File: src/rtl/gshare_predictor.sv
// Fetch-stage branch predictor: direct-mapped BTB plus a 2-bit-counter PHT with speculative GHSR.
// Define GSHARE_HASH_EN for gshare indexing (PC ^ GHSR); otherwise the PHT is indexed by PC bits only.
module gshare_predictor #(
    parameter int unsigned GSHARE_GHSR_WIDTH = 8,
    parameter int unsigned BTB_ENTRIES       = 16
) (
    input  logic                         clk,
    input  logic                         reset,
    input  logic                         fetch_valid,
    input  logic [31:0]                  fetch_pc,
    output logic [31:0]                  next_pc,
    output logic                         pred_taken,
    output logic                         btb_hit,
    output logic [31:0]                  pred_target,
    output logic [GSHARE_GHSR_WIDTH-1:0] current_GHSR,
    input  logic                         upd_valid,
    input  logic [31:0]                  upd_pc,
    input  logic                         upd_is_jump,
    input  logic                         upd_taken,
    input  logic [31:0]                  upd_target,
    input  logic [GSHARE_GHSR_WIDTH-1:0] upd_ghsr,
    input  logic                         update_GHSR,
    input  logic [GSHARE_GHSR_WIDTH-1:0] GHSR_restore
);

    localparam int unsigned W     = GSHARE_GHSR_WIDTH;
    localparam int unsigned PHT_N = 1 << W;
    localparam int unsigned IDX_W = $clog2(BTB_ENTRIES);
    localparam int unsigned TAG_W = 32 - IDX_W - 2;

    typedef struct packed {
        logic             valid;
        logic [TAG_W-1:0] tag;
        logic [31:0]      target;
        logic             jump;
    } btb_entry_t;

    btb_entry_t       btb [BTB_ENTRIES];
    logic [1:0]       pht [PHT_N];
    logic [W-1:0]     ghsr;

    logic [IDX_W-1:0] btb_idx;
    logic [TAG_W-1:0] btb_tag;
    logic [IDX_W-1:0] upd_btb_idx;
    logic [W-1:0]     pht_idx;
    logic [W-1:0]     upd_pht_idx;
    logic [1:0]       upd_ctr;
    btb_entry_t       entry;
    logic             hit_raw;
    logic             unused_ok;

    assign btb_idx     = fetch_pc[IDX_W+1:2];
    assign btb_tag     = fetch_pc[31:IDX_W+2];
    assign upd_btb_idx = upd_pc[IDX_W+1:2];

`ifdef GSHARE_HASH_EN
    assign pht_idx     = fetch_pc[W+1:2] ^ ghsr;
    assign upd_pht_idx = upd_pc[W+1:2] ^ upd_ghsr;
`else
    assign pht_idx     = fetch_pc[W+1:2];
    assign upd_pht_idx = upd_pc[W+1:2];
`endif

    // Bits that carry no information for this predictor.
    assign unused_ok = ^{upd_pc[1:0], GHSR_restore[W-1], upd_ghsr};

    // Zero-cycle lookup; reset masks the prediction so stale state never leaks out.
    assign entry        = btb[btb_idx];
    assign hit_raw      = entry.valid && (entry.tag == btb_tag);
    assign btb_hit      = hit_raw && !reset;
    assign pred_taken   = fetch_valid && btb_hit && (entry.jump || pht[pht_idx][1]);
    assign pred_target  = btb_hit ? entry.target : 32'd0;
    assign current_GHSR = reset ? W'(0) : ghsr;
    assign next_pc      = pred_taken ? pred_target : fetch_pc + 32'd4;

    assign upd_ctr = pht[upd_pht_idx];

    // Global history: mispredict repair overrides the speculative shift.
    always_ff @(posedge clk) begin
        if (reset) begin
            ghsr <= '0;
        end else if (update_GHSR) begin
            ghsr <= {GHSR_restore[W-2:0], upd_taken};
        end else if (fetch_valid && btb_hit) begin
            ghsr <= {ghsr[W-2:0], pred_taken};
        end
    end

    // PHT training with saturating counters; jumps never train direction.
    always_ff @(posedge clk) begin
        if (reset) begin
            for (int i = 0; i < int'(PHT_N); i++) begin
                pht[i] <= 2'b01;
            end
        end else if (upd_valid && !upd_is_jump) begin
            if (upd_taken) begin
                if (upd_ctr != 2'b11) pht[upd_pht_idx] <= upd_ctr + 2'd1;
            end else begin
                if (upd_ctr != 2'b00) pht[upd_pht_idx] <= upd_ctr - 2'd1;
            end
        end
    end

    // BTB allocates or overwrites only on taken resolutions.
    always_ff @(posedge clk) begin
        if (reset) begin
            for (int i = 0; i < int'(BTB_ENTRIES); i++) begin
                btb[i] <= '0;
            end
        end else if (upd_valid && upd_taken) begin
            btb[upd_btb_idx] <= '{valid:  1'b1,
                                  tag:    upd_pc[31:IDX_W+2],
                                  target: upd_target,
                                  jump:   upd_is_jump};
        end
    end

endmodule

File: config.mk
export PLATFORM = sky130hd
export DESIGN_NAME = gshare_predictor
export DESIGN_NICKNAME = d
export VERILOG_FILES = /design/src/rtl/gshare_predictor.sv
export SDC_FILE = /design/constraint.sdc
export NUM_CORES = 2
export LEC_CHECK = 0
export CAP_MARGIN = 20
export CORE_ASPECT_RATIO = 1.5
export CORE_MARGIN = 2
export CORE_UTILIZATION = 55
export DETAILED_ROUTE_END_ITERATION = 12
export PLACE_DENSITY = 0.82
export SLEW_MARGIN = 25
export SYNTH_ARGS = -nofsm -noshare
export SYNTH_HDL_FRONTEND = slang
export SYNTH_SLANG_ARGS = --single-unit
File: constraint.sdc
create_clock -name clk -period 16.2 [get_ports clk]
set_clock_uncertainty 0.15 [all_clocks]
set_input_delay 1.62 -clock clk [delete_from_list [all_inputs] [get_ports clk]]
set_output_delay 1.62 -clock clk [all_outputs]
set_load 0.02 [all_outputs]
The metal 1 layer:
Bar = 100 µm. Supply wires on this layer in grey.
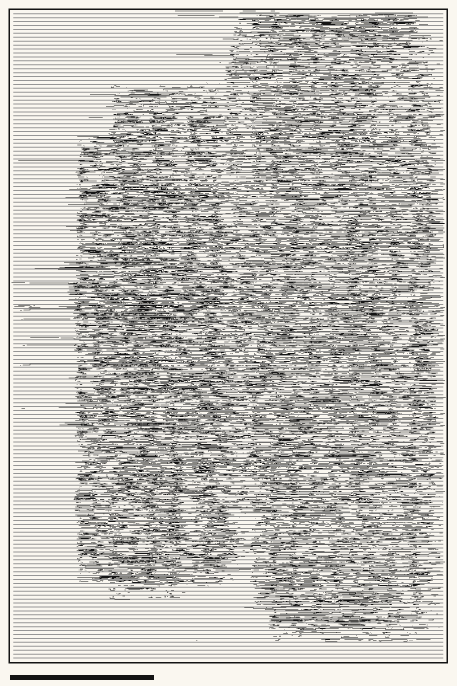
nets with wire on the layer: 5061
main direction: horizontal

Metal 2:
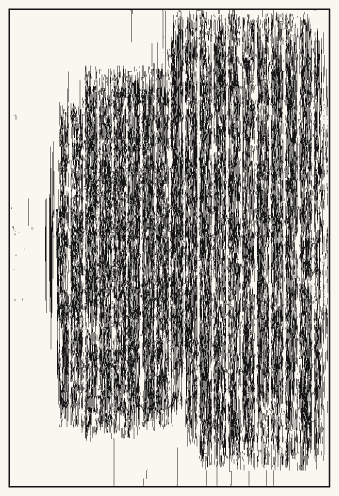
wire length on this layer: 111 mm
main direction: vertical
share of all routed wire: 49%
nets with wire on the layer: 4700
longest straight run: 172 µm

Signal wires on met3:
Bar = 100 µm. Cells faint in the background.
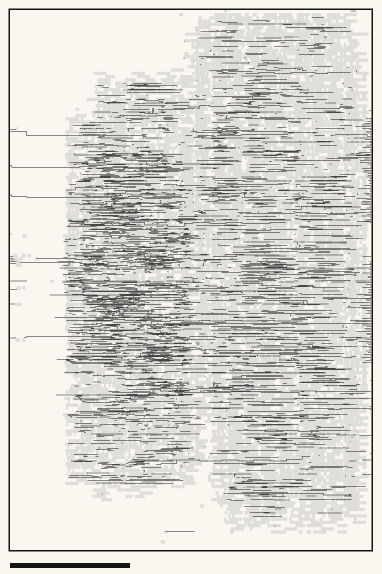
main direction: horizontal
wire length on this layer: 31.0 mm
Vias: 49730
final WL: 227600 µm

placed cells by master (no fill, tap or decap), drive strengths merged, types with 7 or more instances in the layout:
master and instances:
inv 16, and2 937, a21o 16, mux2i 55
a22o 7, a221oi 7, nand2 581, a21oi 30
bufinv 14, xnor2 37, mux2 33, o21ai 20
nand4 12, diode 15, dfxtp 24, clkdlybuf4s50 174
buf 125, nor3 72, mux4 461, a31oi 261
clkinv 52, nand2b 9, nand3 40, nor2 138
o31ai 257, nor4 19, clkbuf 169, edfxtp 1456
a22oi 80, xor2 16, nor2b 28, and3 10
a2111oi 9
final cells by class:
type,count,area share [%]
sequential,1480,54.71
multi-input combinational,3183,33.52
clock buffer,168,4.503
timing repair buffer,300,3.472
tap,1743,2.699
clock inverter,73,0.9694
inverter,15,0.07898
antenna,15,0.04646
==> results.txt <==
flow finished, numbers: share of cells above drive strength 1 17.17%, max cap viols 0, clk_lat worst skew 800 ps, met2 wire len 110700 µm, Post-CTS Repair Setup Buffers 0, Seq pwr share 51.4%, Reg2Reg Capture Point pht[71][1], Switch Pwr 0.002101 W, Syn Nets 5370, highest routed layer met5, register with the most flip-flops btb, Bufs and invs on worst path 5, register area share after synthesis 60.24%, Crit path top cell by count buf_4, hold_ws 304.4 ps, Lkg Pwr 25.26 nW, first-iteration detailed-routing DRC count 8464, Power Density 106.1 nW/µm², Root Driver clkbuf_16, top power group sequential cells, cell taking the most area after synthesis edfxtp_1, FILL cells 9227, status completed, worst rel slew slack 18.39%, min-delay src btb[15][59], final setup violation count 0, top_reg_cell synth edfxtp_1, ys flops 1480, yosys stat cell total 5250, die area 136400 µm², Hold Path Class register to register, Port Buffers 181, global-route wire length before repair 330400 µm, VDD IR max 0.1252 mV, critical path's largest stage delay 880 ps
No activity file was given, so power comes from the tool's default toggle rates.
